**src/rtl/dot_product_pkg.sv**
```systemverilog
// Shared types and width helpers for the dot-product engine and its lane datapath.
package dot_product_pkg;

  typedef enum logic [1:0] {
    ST_IDLE,
    ST_FILL,
    ST_COMPUTE,
    ST_RESULT
  } state_t;

  // Wide enough for DEPTH full-scale products without overflow.
  function automatic int calc_acc_w(input int data_w, input int depth);
    return 2 * data_w + $clog2(depth);
  endfunction

  // Holds every length from 0 to DEPTH inclusive.
  function automatic int calc_len_w(input int depth);
    return $clog2(depth + 1);
  endfunction

endpackage

```
**src/rtl/dp_lane_mac.sv**
```systemverilog
// Combinational LANES-wide multiply and reduce: masked products summed into one
// ACC_W-bit partial sum per compute cycle.
module dp_lane_mac #(
  parameter int DATA_W = 32,
  parameter int LANES  = 1,
  parameter int SIGNED = 0,
  parameter int ACC_W  = 2 * DATA_W
) (
  input  logic [LANES-1:0][DATA_W-1:0] a,
  input  logic [LANES-1:0][DATA_W-1:0] b,
  input  logic [LANES-1:0]             lane_en,
  output logic [ACC_W-1:0]             sum
);

  localparam int PROD_W = 2 * DATA_W;

  logic [ACC_W-1:0] term [LANES];

  for (genvar k = 0; k < LANES; k++) begin : g_lane
    logic              sa;
    logic              sb;
    logic [PROD_W-1:0] a_x;
    logic [PROD_W-1:0] b_x;
    logic [PROD_W-1:0] prod;
    logic [ACC_W-1:0]  prod_ext;

    // Extending operands to the product width first makes the low PROD_W bits
    // of the multiply correct for both signed and unsigned operands.
    assign sa   = (SIGNED != 0) && a[k][DATA_W-1];
    assign sb   = (SIGNED != 0) && b[k][DATA_W-1];
    assign a_x  = {{DATA_W{sa}}, a[k]};
    assign b_x  = {{DATA_W{sb}}, b[k]};
    assign prod = a_x * b_x;

    if (ACC_W > PROD_W) begin : g_ext
      assign prod_ext = {{(ACC_W - PROD_W){(SIGNED != 0) && prod[PROD_W-1]}}, prod};
    end else begin : g_noext
      assign prod_ext = prod;
    end

    assign term[k] = lane_en[k] ? prod_ext : '0;
  end

  // NOTE: every variable assigned in always_comb gets a default first, so no
  // path through the block can leave it unassigned and infer a latch.
  always_comb begin
    sum = '0;
    for (int k = 0; k < LANES; k++) begin
      sum = sum + term[k];
    end
  end

endmodule

```
**src/rtl/dot_product_engine.sv**
```systemverilog
// Dot-product core: loads two vectors over a valid/ready stream, reduces them
// LANES elements per cycle and presents the sum on a valid/ready result port.
module dot_product_engine
  import dot_product_pkg::*;
#(
  parameter int DATA_W = 32,
  parameter int DEPTH  = 32,
  parameter int LANES  = 1,
  parameter int SIGNED = 0,
  parameter int ACC_W  = calc_acc_w(DATA_W, DEPTH),
  parameter int LEN_W  = calc_len_w(DEPTH)
) (
  input  logic              clk,
  input  logic              rst,
  input  logic              start,
  input  logic [LEN_W-1:0]  cfg_len,
  input  logic              abort,
  input  logic              in_valid,
  output logic              in_ready,
  input  logic [DATA_W-1:0] in_a,
  input  logic [DATA_W-1:0] in_b,
  output logic              busy,
  output logic              err,
  output logic              res_valid,
  input  logic              res_ready,
  output logic [ACC_W-1:0]  res_data
);

  localparam int AW = (DEPTH > 1) ? $clog2(DEPTH) : 1;

  state_t             state;
  logic [LEN_W-1:0]   len;
  logic [LEN_W-1:0]   cnt;
  logic [LEN_W-1:0]   idx;
  logic [ACC_W-1:0]   acc;

  logic [DATA_W-1:0]  mem_a [DEPTH];
  logic [DATA_W-1:0]  mem_b [DEPTH];

  logic [LANES-1:0][DATA_W-1:0] lane_a;
  logic [LANES-1:0][DATA_W-1:0] lane_b;
  logic [LANES-1:0]             lane_en;
  logic [ACC_W-1:0]             partial;

  logic len_ok;
  logic beat;
  logic compute_done;

  assign in_ready = (state == ST_FILL);
  assign busy     = (state != ST_IDLE);
  assign res_data = acc;

  assign len_ok       = (cfg_len != '0) && (cfg_len <= LEN_W'(DEPTH));
  assign beat         = in_ready && in_valid;
  // One extra bit keeps idx + LANES from wrapping before the comparison.
  assign compute_done = ({1'b0, idx} + (LEN_W + 1)'(LANES)) >= {1'b0, len};

  // NOTE: the vector buffers have no reset; their contents are only read after
  // a full load, so clearing them would add reset fan-out and buy nothing.
  always_ff @(posedge clk) begin
    if (beat && !abort) begin
      mem_a[cnt[AW-1:0]] <= in_a;
      mem_b[cnt[AW-1:0]] <= in_b;
    end
  end

  // Lanes past the end of the vector read whatever the buffer holds and are
  // masked to zero inside the MAC.
  always_comb begin
    lane_a  = '0;
    lane_b  = '0;
    lane_en = '0;
    for (int k = 0; k < LANES; k++) begin
      logic [LEN_W:0] rd_addr;
      rd_addr    = {1'b0, idx} + (LEN_W + 1)'(k);
      lane_en[k] = rd_addr < {1'b0, len};
      lane_a[k]  = mem_a[rd_addr[AW-1:0]];
      lane_b[k]  = mem_b[rd_addr[AW-1:0]];
    end
  end

  dp_lane_mac #(
    .DATA_W (DATA_W),
    .LANES  (LANES),
    .SIGNED (SIGNED),
    .ACC_W  (ACC_W)
  ) u_lane_mac (
    .a       (lane_a),
    .b       (lane_b),
    .lane_en (lane_en),
    .sum     (partial)
  );

  // NOTE: sequential state uses non-blocking assignments so every register
  // samples pre-edge values regardless of statement order.
  always_ff @(posedge clk or negedge rst) begin
    if (!rst) begin
      state     <= ST_IDLE;
      len       <= '0;
      cnt       <= '0;
      idx       <= '0;
      acc       <= '0;
      res_valid <= 1'b0;
      err       <= 1'b0;
    end else begin
      err <= 1'b0;
      if (abort) begin
        state     <= ST_IDLE;
        cnt       <= '0;
        idx       <= '0;
        acc       <= '0;
        res_valid <= 1'b0;
      end else begin
        case (state)
          ST_IDLE: begin
            if (start) begin
              if (len_ok) begin
                len   <= cfg_len;
                cnt   <= '0;
                idx   <= '0;
                acc   <= '0;
                state <= ST_FILL;
              end else begin
                err <= 1'b1;
              end
            end
          end

          ST_FILL: begin
            if (in_valid) begin
              cnt <= cnt + LEN_W'(1);
              if (cnt == len - LEN_W'(1)) begin
                idx   <= '0;
                state <= ST_COMPUTE;
              end
            end
          end

          ST_COMPUTE: begin
            acc <= acc + partial;
            idx <= idx + LEN_W'(LANES);
            if (compute_done) begin
              res_valid <= 1'b1;
              state     <= ST_RESULT;
            end
          end

          ST_RESULT: begin
            if (res_ready) begin
              res_valid <= 1'b0;
              state     <= ST_IDLE;
            end
          end

          default: state <= ST_IDLE;
        endcase
      end
    end
  end

endmodule
```
**config.mk**
```make
export PLATFORM = sky130hd
export DESIGN_NAME = dot_product_engine
export DESIGN_NICKNAME = d
export VERILOG_FILES = /design/src/rtl/dot_product_pkg.sv /design/src/rtl/dp_lane_mac.sv /design/src/rtl/dot_product_engine.sv
export SDC_FILE = /design/constraint.sdc
export NUM_CORES = 2
export LEC_CHECK = 0
export ABC_AREA = 1
export CELL_PAD_IN_SITES_DETAIL_PLACEMENT = 1
export CELL_PAD_IN_SITES_GLOBAL_PLACEMENT = 2
export CORE_MARGIN = 10
export CORE_UTILIZATION = 41
export CTS_BUF_LIST = sky130_fd_sc_hd__clkbuf_4
export CTS_CLUSTER_DIAMETER = 120
export DETAILED_ROUTE_END_ITERATION = 8
export DONT_BUFFER_PORTS = 1
export PLACE_DENSITY = 0.78
export SLEW_MARGIN = 20
export SYNTH_ARGS = -nofsm -noshare
export SYNTH_HDL_FRONTEND = slang
export SYNTH_SLANG_ARGS = --single-unit
```
**constraint.sdc**
```tcl
create_clock -name clk -period 11.2 [get_ports clk]
set_clock_uncertainty 0.2 [all_clocks]
set_input_delay 1.12 -clock clk [delete_from_list [all_inputs] [get_ports clk]]
set_output_delay 1.12 -clock clk [all_outputs]
set_load 0.03 [all_outputs]
```
clocks.png
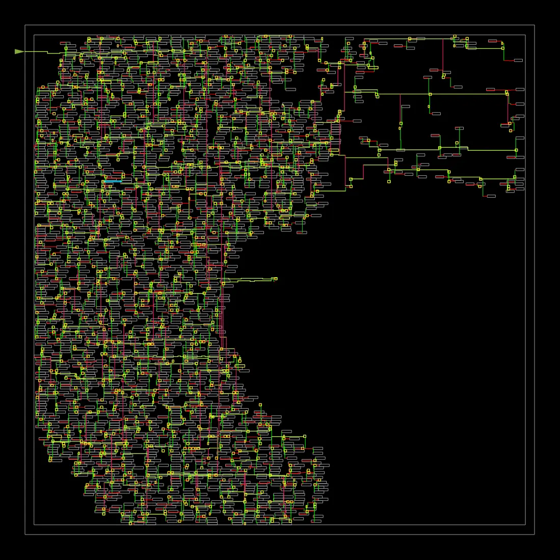
total CTS buffers: 571
insertion delay to the later sink of the worst-skew pair: 1550 ps

placement_by_type.png
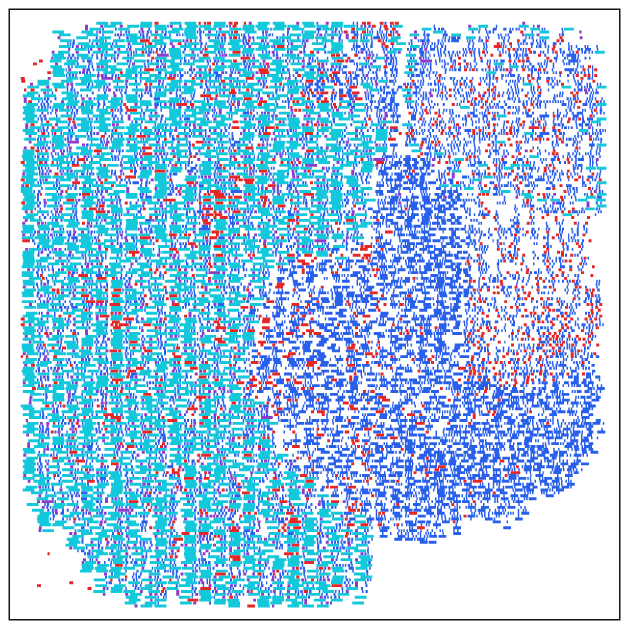
- red: other buffers and delay cells (cells 1348)
- blue: combinational and other logic (cells 9227)
- purple: clock drivers and dummy loads (cells 955)
- cyan: flops (cells 2139)

wires.png
The bar under the picture is 200 um long. Two of the layers only.
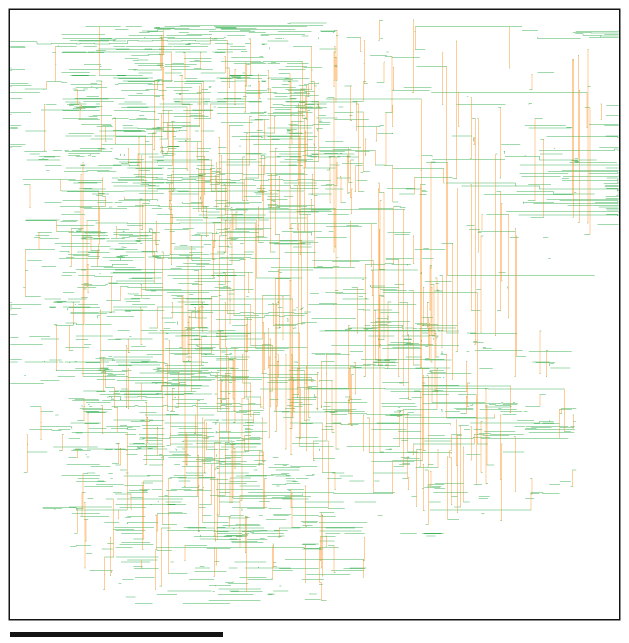
- orange: metal 4 (wire length 24.2 mm)
- green: metal 3 (wire length 39.1 mm)

clk_routes.png
The bar under the picture is 200 um long.
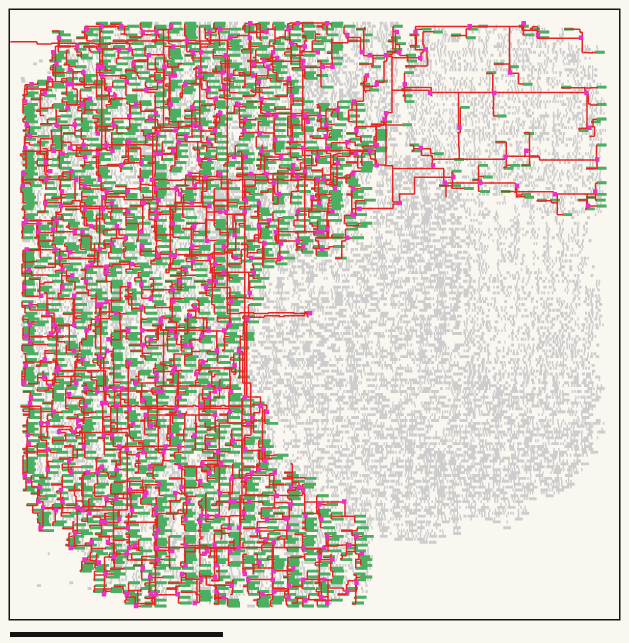
- magenta: clock drivers (count 571)
- green: flip-flops (count 2139)
- red: clock wires (length 30.5 mm)
- routed clock nets: 572

power_grid.png
The bar under the picture is 200 um long. Pins as bars on the die edge. Tap cells in grey.
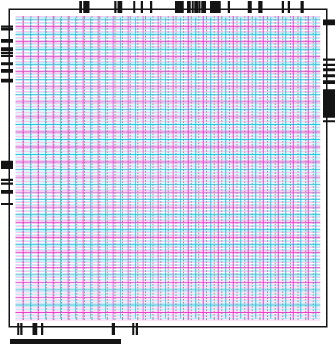
- magenta: VSS
- cyan: VDD
- tap cells: 3978
- met1 rails: 203

==> run summary <==
Observations from the implementation run.

Outcome:
- The flow ran to the end, and the final reports show no timing, DRC or antenna violations.

Final layout:
- The run gives the final net count as 14609.
- The run gives the fill cell instance count of the final layout as 33285.
- Per the cell usage report, the commonest logic cell in the layout is edfxtp_1.
- The run gives the area occupied by registers as 63800 um^2.
- Leaving out fill and tap cells, the most frequent cells in the layout are edfxtp_1 (2048), nor2_1 (2022), nand2_1 (1753).

Critical path:
- Per STA, the highest per-stage delay on the worst path measures 630 ps.
- Looking at the reg2reg group, the worst path starts from idx[0].
- The run puts the largest driver fanout on the critical path at 22.
- The run gives the cell with the most instances on the worst path as fa_1.
- The run gives the endpoint of the lowest-slack register-to-register path as res_data[65].
- The script reports the combined buffer and inverter count of the critical path as 14.
- The run gives the path length in cells of the critical path as 47.
- The worst setup path is captured at a flop.
- The critical path in this run is classified as flop to flop.

Global route:
- The run gives the overall overflow remaining after global route as 0.
- In the global route stage, overall resource usage came out at 29.8%.
- The run gives the largest net degree at the start of global routing as 92.

Final timing:
- Setup repair after global routing could not meet its margin everywhere.
- On the final layout, the worst hold slack is 15.7 ps.
- The highest clock rate this design can be run at is 91.7 MHz.
- Headroom to the max-slew limit came out at 20.9%.
- The run puts the minimum clock period at 10910 ps.
- The final critical path takes up 97.4% of the cycle.
- The run gives the max-slew violation count as 0.
- The run puts the final hold violation count at 0.

Route:
- The run gives the final routed wirelength across all metal layers as 508000 um.
- The run gives the average via count per standard cell as 5.64.
- The run gives the routed via count as 99723.
- The run gives the DRC violation count after routing as 0.
- The first TritonRoute pass finished after 6 iterations.

Clock network:
- Looking at the worst setup and hold paths, the clock pins of their registers show a slew of 70 ps.
- CTS placed an instance of clkbuf_4 at the clock tree root.
- The run puts the clock net sink count at 2139.
- The run gives the CTS tree as yes.

Die:
- According to the floorplan log, the row count is 202.
- The run gives the initial standard-cell utilization of the core as 41.2%.

Logic synthesis:
- The run puts the net count after synthesis at 13304.
- The run puts the cell count after synthesis at 11982.
- The run gives the number of register bits inferred by synthesis as 2139.

Placed design:
- The run gives the detailed placement HPWL as 338000 um.
- In this run the tool buffered the top-level ports with 0 buffer cells.

Min path:
- The run gives the launch point of the worst hold path as in_b[4].
## flip-flops by register name, indices dropped and copies added (netlist names)
register / flops
res_valid: 1
state: 2
idx: 6
len: 6
res_data: 69
err: 1
mem_a: 1024
cnt: 6
mem_b: 1024
## cell usage after synthesis, types with 8 or more instances
| master | number | area (um^2) |
|---|---|---|
| clkbuf_1 | 240 | 901 |
| xor2_1 | 13 | 114 |
| o21a_2 | 10 | 87.6 |
| o22ai_2 | 8 | 100 |
| nand3b_1 | 22 | 165 |
| a21oi_1 | 188 | 941 |
| o21a_1 | 30 | 225 |
| nor4_1 | 8 | 50.1 |
| ha_1 | 349 | 4370 |
| nor2_1 | 2136 | 8020 |
| o211ai_2 | 8 | 100 |
| nand4_1 | 21 | 131 |
| o21bai_1 | 25 | 188 |
| edfxtp_1 | 2048 | 61500 |
| nor3_1 | 32 | 160 |
| dfrtp_1 | 91 | 2280 |
| xnor2_1 | 32 | 280 |
| nand2_1 | 1791 | 6720 |
| o21ai_1 | 169 | 846 |
| o21ai_0 | 1227 | 6140 |
| o22ai_1 | 496 | 3100 |
| fa_1 | 897 | 18000 |
| nand3_1 | 197 | 986 |
| o221ai_1 | 53 | 464 |
| buf_2 | 183 | 916 |
| inv_1 | 1382 | 5190 |
| o211ai_1 | 23 | 173 |
| buf_4 | 126 | 946 |
| o21ai_2 | 28 | 245 |
| inv_2 | 19 | 71.3 |
| buf_6 | 53 | 597 |
| o21ai_4 | 23 | 374 |
| buf_1 | 15 | 56.3 |
## repair_timing
action	CTS	global route
setup endpoints to repair	40	53
cloned	5	33
hold buffers	100	27
buffers inserted	26	57
gates resized	51	463
pin swaps	9	43
hold endpoints to repair	2159	794
## kinds of logic (layout without fill, tap and decap cells)
kind of cell,after synthesis,count (layout),synth area share (%)
AND-OR/OR-AND,2307,2307,10.5
XOR/XNOR,45,45,0.316
adder cells (fa/ha/maj),1246,1246,17.9
buffers and inverters,2024,3711,7.00
flip-flops,2139,2139,51.2
other,0,19,0
AND/OR/NAND/NOR,4221,4221,13.1
## stage by stage
step	setup WS, ps	instance area [um^2]	TNS (ps)
after detailed placement	-775	137000	-17120
after global routing	-165	149000	-1480
final	293	149000	0
after floorplan	2200	125000	0
after CTS	3.97	145000	0
after global placement	-612	137000	-11040
## layer usage
| metal | track usage, % | wire [um] | vias up |
|---|---|---|---|
| met5 | 0 | 58 | - |
| met4 | 12.1 | 24200 | 12 |
| met3 | 5.21 | 39100 | 1103 |
| met2 | 50.8 | 246000 | 4308 |
| met1 | 37.8 | 199000 | 51343 |
| li1 | - | - | 42957 |
## final cells by class
class / count / area share (%)
repair inverters: 4 / 0.0404
clock inverters: 149 / 0.626
repair buffers: 1348 / 9.13
flip-flops and latches: 2139 / 42.9
well taps: 3978 / 3.35
multi-input cells: 7819 / 36.2
diodes: 19 / 0.0320
clock buffers: 806 / 4.07
inverters: 1404 / 3.61
